--- src/rtl/waveguide_arbiter.sv ---
// Round-robin owner of the shared optical waveguide: one-cycle grant pulse, then a
// reserved transmit window plus guard gap, with a sticky illegal-launch monitor.
module waveguide_arbiter #(
  parameter int unsigned NUM_ROUTERS  = 4,
  parameter int unsigned TX_CYCLES    = 1,
  parameter int unsigned GUARD_CYCLES = 1,
  localparam int unsigned IDW = $clog2(NUM_ROUTERS)
) (
  input  logic                   clk,
  input  logic                   rst_n,
  input  logic                   enable,
  input  logic [NUM_ROUTERS-1:0] request_to_send,
  input  logic [NUM_ROUTERS-1:0] mod_valid_in,
  output logic [NUM_ROUTERS-1:0] permission_granted_send,
  output logic [IDW-1:0]         grant_id,
  output logic                   waveguide_busy,
  output logic                   collision_err,
  output logic [31:0]            grant_count
);

  localparam int unsigned CNT_MAX = (TX_CYCLES > GUARD_CYCLES) ? TX_CYCLES : GUARD_CYCLES;
  localparam int unsigned CNTW    = (CNT_MAX < 2) ? 1 : $clog2(CNT_MAX);
  localparam logic [CNTW-1:0] TX_LOAD    = CNTW'(TX_CYCLES - 1);
  localparam logic [CNTW-1:0] GUARD_LOAD = CNTW'((GUARD_CYCLES > 0) ? GUARD_CYCLES - 1 : 0);

  typedef enum logic [1:0] {
    S_IDLE  = 2'd0,
    S_GRANT = 2'd1,
    S_BUSY  = 2'd2,
    S_GUARD = 2'd3
  } state_t;

  state_t          state;
  logic [CNTW-1:0] cnt;
  logic [IDW-1:0]  last_id;

  logic            win_valid_c;
  logic [IDW-1:0]  win_id_c;
  logic            arb_point_c;
  logic            collision_c;
  logic [NUM_ROUTERS-1:0] owner_mask_c;

  // Search from last_id+1 upward with wrap; walking the distance downward lets the
  // closest requester overwrite farther ones.
  always_comb begin
    win_valid_c = 1'b0;
    win_id_c    = '0;
    for (int unsigned k = NUM_ROUTERS; k >= 1; k--) begin
      logic [IDW-1:0] idx;
      idx = IDW'((32'(last_id) + k) % NUM_ROUTERS);
      if (request_to_send[idx]) begin
        win_valid_c = 1'b1;
        win_id_c    = idx;
      end
    end
  end

  // The final edge of a window doubles as the idle decision point, so back-to-back
  // grants land exactly 1+TX_CYCLES+GUARD_CYCLES cycles apart.
  always_comb begin
    arb_point_c = (state == S_IDLE)
               || (state == S_BUSY  && cnt == '0 && GUARD_CYCLES == 0)
               || (state == S_GUARD && cnt == '0);
  end

  // Illegal launch: several modulators at once, any launch outside BUSY, or a
  // non-owner launching during BUSY.
  always_comb begin
    owner_mask_c = NUM_ROUTERS'(1) << grant_id;
    collision_c  = ($countones(mod_valid_in) > 1)
                || ((|mod_valid_in) && state != S_BUSY)
                || (state == S_BUSY && |(mod_valid_in & ~owner_mask_c));
  end

  always_ff @(posedge clk or negedge rst_n) begin
    if (!rst_n) begin
      state                   <= S_IDLE;
      cnt                     <= '0;
      last_id                 <= IDW'(NUM_ROUTERS - 1);
      permission_granted_send <= '0;
      grant_id                <= '0;
      waveguide_busy          <= 1'b0;
      collision_err           <= 1'b0;
      grant_count             <= '0;
    end else begin
      permission_granted_send <= '0;
      collision_err           <= collision_err | collision_c;
      if (arb_point_c) begin
        if (enable && win_valid_c) begin
          state                   <= S_GRANT;
          grant_id                <= win_id_c;
          last_id                 <= win_id_c;
          grant_count             <= grant_count + 32'd1;
          permission_granted_send <= NUM_ROUTERS'(1) << win_id_c;
          waveguide_busy          <= 1'b1;
        end else begin
          state          <= S_IDLE;
          waveguide_busy <= 1'b0;
        end
      end else begin
        case (state)
          S_GRANT: begin
            state <= S_BUSY;
            cnt   <= TX_LOAD;
          end
          S_BUSY: begin
            if (cnt == '0) begin
              state <= S_GUARD;
              cnt   <= GUARD_LOAD;
            end else begin
              cnt <= cnt - CNTW'(1);
            end
          end
          S_GUARD: cnt <= cnt - CNTW'(1);
          default: begin
            state          <= S_IDLE;
            waveguide_busy <= 1'b0;
          end
        endcase
      end
    end
  end

endmodule

--- config.mk ---
export PLATFORM = sky130hd
export DESIGN_NAME = waveguide_arbiter
export DESIGN_NICKNAME = d
export VERILOG_FILES = /design/src/rtl/waveguide_arbiter.sv
export SDC_FILE = /design/constraint.sdc
export NUM_CORES = 1
export LEC_CHECK = 0
export CORE_MARGIN = 4
export CORE_UTILIZATION = 40
export CTS_CLUSTER_SIZE = 24
export DETAILED_ROUTE_END_ITERATION = 7
export DONT_BUFFER_PORTS = 1
export PLACE_DENSITY = 0.65
export SETUP_SLACK_MARGIN = 0.4
export SLEW_MARGIN = 40
export SYNTH_ARGS = -nofsm -noshare
export SYNTH_HDL_FRONTEND = slang
export SYNTH_SLANG_ARGS = --single-unit
--- constraint.sdc ---
create_clock -name clk -period 2.35 [get_ports clk]
set_input_delay 0.47 -clock clk [delete_from_list [all_inputs] [get_ports clk]]
set_output_delay 0.47 -clock clk [all_outputs]
set_load 0.05 [all_outputs]
Fig. 1: clock wiring as the flow saved it
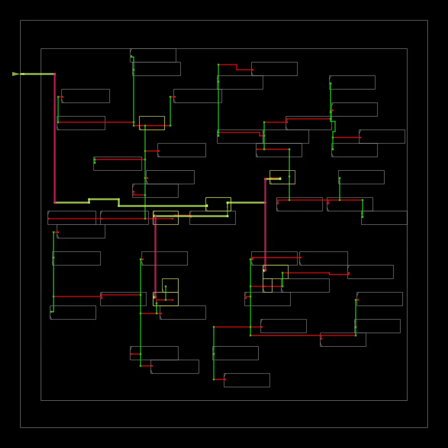
TritonCTS Sinks: 45
TritonCTS Buffers: 5
Clock Skews: 0.0115 ns
P_clk: 499 µW
Seq Cell Count: 45

Fig. 2: close-up of the layout
Window x 0 to 50, y 32 to 82 µm. Cells in gray, sequential cells in the stronger gray; small squares are vias.
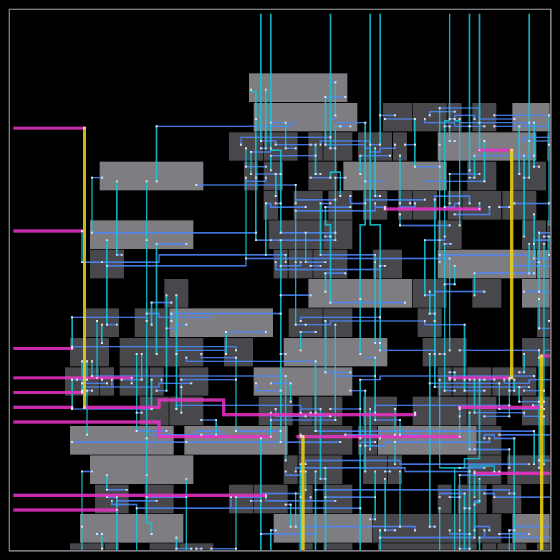
| color | layer |
|---|---|
| cyan | met2 |
| magenta | met3 |
| yellow | met4 |
| blue | met1 |
cells with their middle in the window: 102
netlist names of flops here include: grant_count (17)
most frequent: buf_4 (19), nand2_1 (11), dfrtp_2 (11)
sequential cells in the window: 17

Fig. 3: power grid
Pins as bars on the die edge.
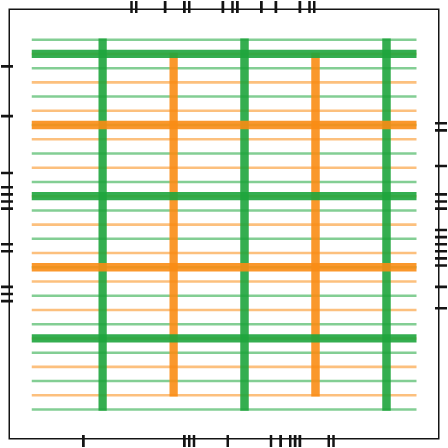
| color | net |
|---|---|
| orange | VDD |
| green | VSS |
met1 rails: 27
signal pins: 51

==> results.ini <==
[run_status]
status = finished clean

[critical_path]
setup.worst_path.end_class = flop
critPathKind = flop to flop
crit_family = simple AND/OR/NAND/NOR gates
arrival_ns = 2.18
critPathLaunch = state[0]
crit_chain = ha_2 -> nor2b_4 -> o2111ai_4 -> or4_4 -> nor4_4 -> xnor2_1
slowest_delay_ns = 0.63
worst_path_max_delay_cell = or4_4
crit_fanout = 5
r2r-start = state[0]
worst-path-buf-inv = 0
start_kind = flop
crit_required_ns = 2.58

[flow_run]
cap_violations = 0
warnings = 32

[detailed_routing]
drtIter0Drc = 72
drc_errors = 0
ant_nets = 0
firstDrtPassIters = 4
vias_per_cell = 4.94
wl_per_cell_um = 14.5
dr_total_vias = 1556
drt-total-wl_um = 4550

[logic_synthesis]
edf_count = 0
synth_seq_share_pct = 51.7
yosys.area.top_type = dfrtp_1
synth-warning-count = 0
top_cell = dfrtp_1
top_area_share_pct = 49.3
topCellsByArea = dfrtp_1 49%, xnor2_1 6.8%, xor2_1 5.6%, nand2_1 4.3%, nor2_1 3.6%
fp_nets = 222
ys_cells = 204
yosys-top-cells-count = 43 x dfrtp_1, 25 x nand2_1, 21 x nor2_1
synth_flop_count = 45
synth_async_sr_flop_share_pct = 100
syn_inst = 204
yosysChipArea_mm2 = 0.00218
synthFlopType = dfrtp_1
synth_area_mm2 = 0.00218
synth_cell_types = 40
syn_avg_cell_area_um2 = 10.7

[die]
fp_util_pct = 41.9
pin_count = 51
chipArea_mm2 = 0.00670
design.core.area_mm2 = 0.00520
rows = 26
chipWidth_um = 81.8
die_h_um = 81.8

[global_route]
grt_pass1_wl_um = 7400
grt_pass1_vias = 1578
antenna_found_initial = 0
grt_max_degree = 44
grt_remaining_overflow = 0
grt_usage_pct = 14.4

[layout]
syn_to_final_growth_pct = 25.9
drive_above_1_share_pct = 34.7
diodes = 0
fin_nets = 262
final_cells = 315

[placement]
gp_congestion = 0.775
place_hpwl_um = 3380
pre_cts_slack_ns = 0.209
port_buffers = 0
dp.cells = 303

[clock_tree]
cts_max_level = 2
cts.path.max_buffers = 2
cts_tree = yes
clkTransAtPathRegs_ns = 0.09
root_buffer = clkbuf_8
insertion_delay_ns = 0.29

[final_timing]
setup_tns_ns = 0
fmax_mhz = 512
worst_pin_slew_ns = 0.570
worst_slack_ns = 0.399
drv_slew = 0
post-route-min-period_ns = 1.95
rsz0062_at_grt = yes
timing.final.crit_share_pct = 83.0
slew_headroom_pct = 62.0
hold_viol = 0
setup_viol = 0

[power]
power_leakage_uw = 0.00129
ir_drop_mv = 0.529
p_per_area_mw_per_mm2 = 882

[min_path]
min_path_type = primary input to async pin

-- layer usage --
| layer | up-vias | share of wire, % | GRT usage, % |
|---|---|---|---|
| met5 | - | 0 | 0 |
| met4 | 0 | 1.8 | 5.65 |
| met3 | 9 | 7.5 | 4.28 |
| met2 | 45 | 46 | 22.2 |
| met1 | 728 | 45 | 19.0 |
| li1 | 774 | - | - |
-- worst paths after layout --
check	end	slack, ns	cells past startpoint
worst max-delay path	grant_count[29]	0.40	6
worst min-delay path	grant_count[7]	0.01	1
worst max register to register	grant_count[29]	0.40	6
worst min register to register	grant_count[23]	0.54	1
max in group asynchronous	last_id[1]	1.72	1
min in group clk	collision_err	0.36	2
-- sequential cells by signal, summed over array words and instances (netlist names) --
signal                   count
cnt                          1
collision_err                1
grant_count                 32
grant_id                     2
last_id                      2
permission_granted_send      4
state                        2
waveguide_busy               1
-- final cells by class --
| cell class | instances | area, µm² |
|---|---|---|
| timing repair buffer | 37 | 300 |
| fill | 484 | 2460 |
| clock buffer | 6 | 82.6 |
| tap | 70 | 87.6 |
| sequential | 45 | 1140 |
| multi-input combinational | 145 | 1080 |
| inverter | 10 | 37.5 |
| clock inverter | 2 | 13.8 |
-- layout by cell type (no fill, tap or decap), types with 3 or more instances in the layout --
| cell type | synthesis | final |
|---|---|---|
| dfrtp_1 | 43 | 30 |
| a21o_1 | 3 | 3 |
| and2_1 | 3 | 3 |
| inv_1 | 10 | 9 |
| nand4_1 | 6 | 6 |
| nor3_1 | 5 | 4 |
| nor2_1 | 21 | 15 |
| nor2b_1 | 4 | 3 |
| mux2_2 | 3 | 3 |
| nand2_1 | 25 | 25 |
| ha_1 | 6 | 4 |
| buf_4 | 0 | 35 |
| a21oi_1 | 3 | 3 |
| xor2_1 | 14 | 14 |
| xnor2_1 | 17 | 17 |
| nor2_2 | 0 | 6 |
| clkbuf_8 | 0 | 6 |
| dfrtp_2 | 0 | 13 |
-- kinds of logic (layout without fill, tap and decap cells) --
logic type	after synthesis	after routing	synth area share, %
flip-flops	45	45	51.7
multiplexers	4	4	2.01
buffers and inverters	14	55	2.75
XOR/XNOR	31	31	12.4
adder cells (fa/ha/maj)	7	7	4.36
AND-OR/OR-AND	19	19	6.14
AND/OR/NAND/NOR	84	84	20.5
-- metrics by stage --
step                      cell area (µm²)  utilization (%)  hold WS, ns  total power, µW
final                                2750             52.8       0.0145             2420
after global routing                 2750             52.8       0.0135             2580
after CTS                            2690             51.7      0.00615             2400
after detailed placement             2530             48.6        0.176             1860
after global placement               2530             48.6        0.176             1850
after floorplan                      2230                -        0.174             1670
-- worst reg2reg max path, cell delays in order, from the launching register on --
cell and delay (ns):
dfrtp_1 0.41, ha_2 0.20, nor2b_4 0.20, o2111ai_4 0.13
or4_4 0.63, nor4_4 0.18, xnor2_1 0.14
-- where the power goes --
part / internal, µW / switching (µW) / leakage (µW)
registers: 912 / 230 / 0.000573
clock network: 239 / 260 / 0.0000512
logic: 309 / 475 / 0.000671
-- repair_timing --
action / in CTS / in global routing
setup endpoints to repair: 8 / 12
gates resized: 7 / 8
hold buffers: 1 / 1
pin swaps: 1 / 0
endpoints found under the hold margin: 43 / 2
setup buffers: 1 / 1
Power figures rest on the tool's default switching activity, not on a simulated workload.
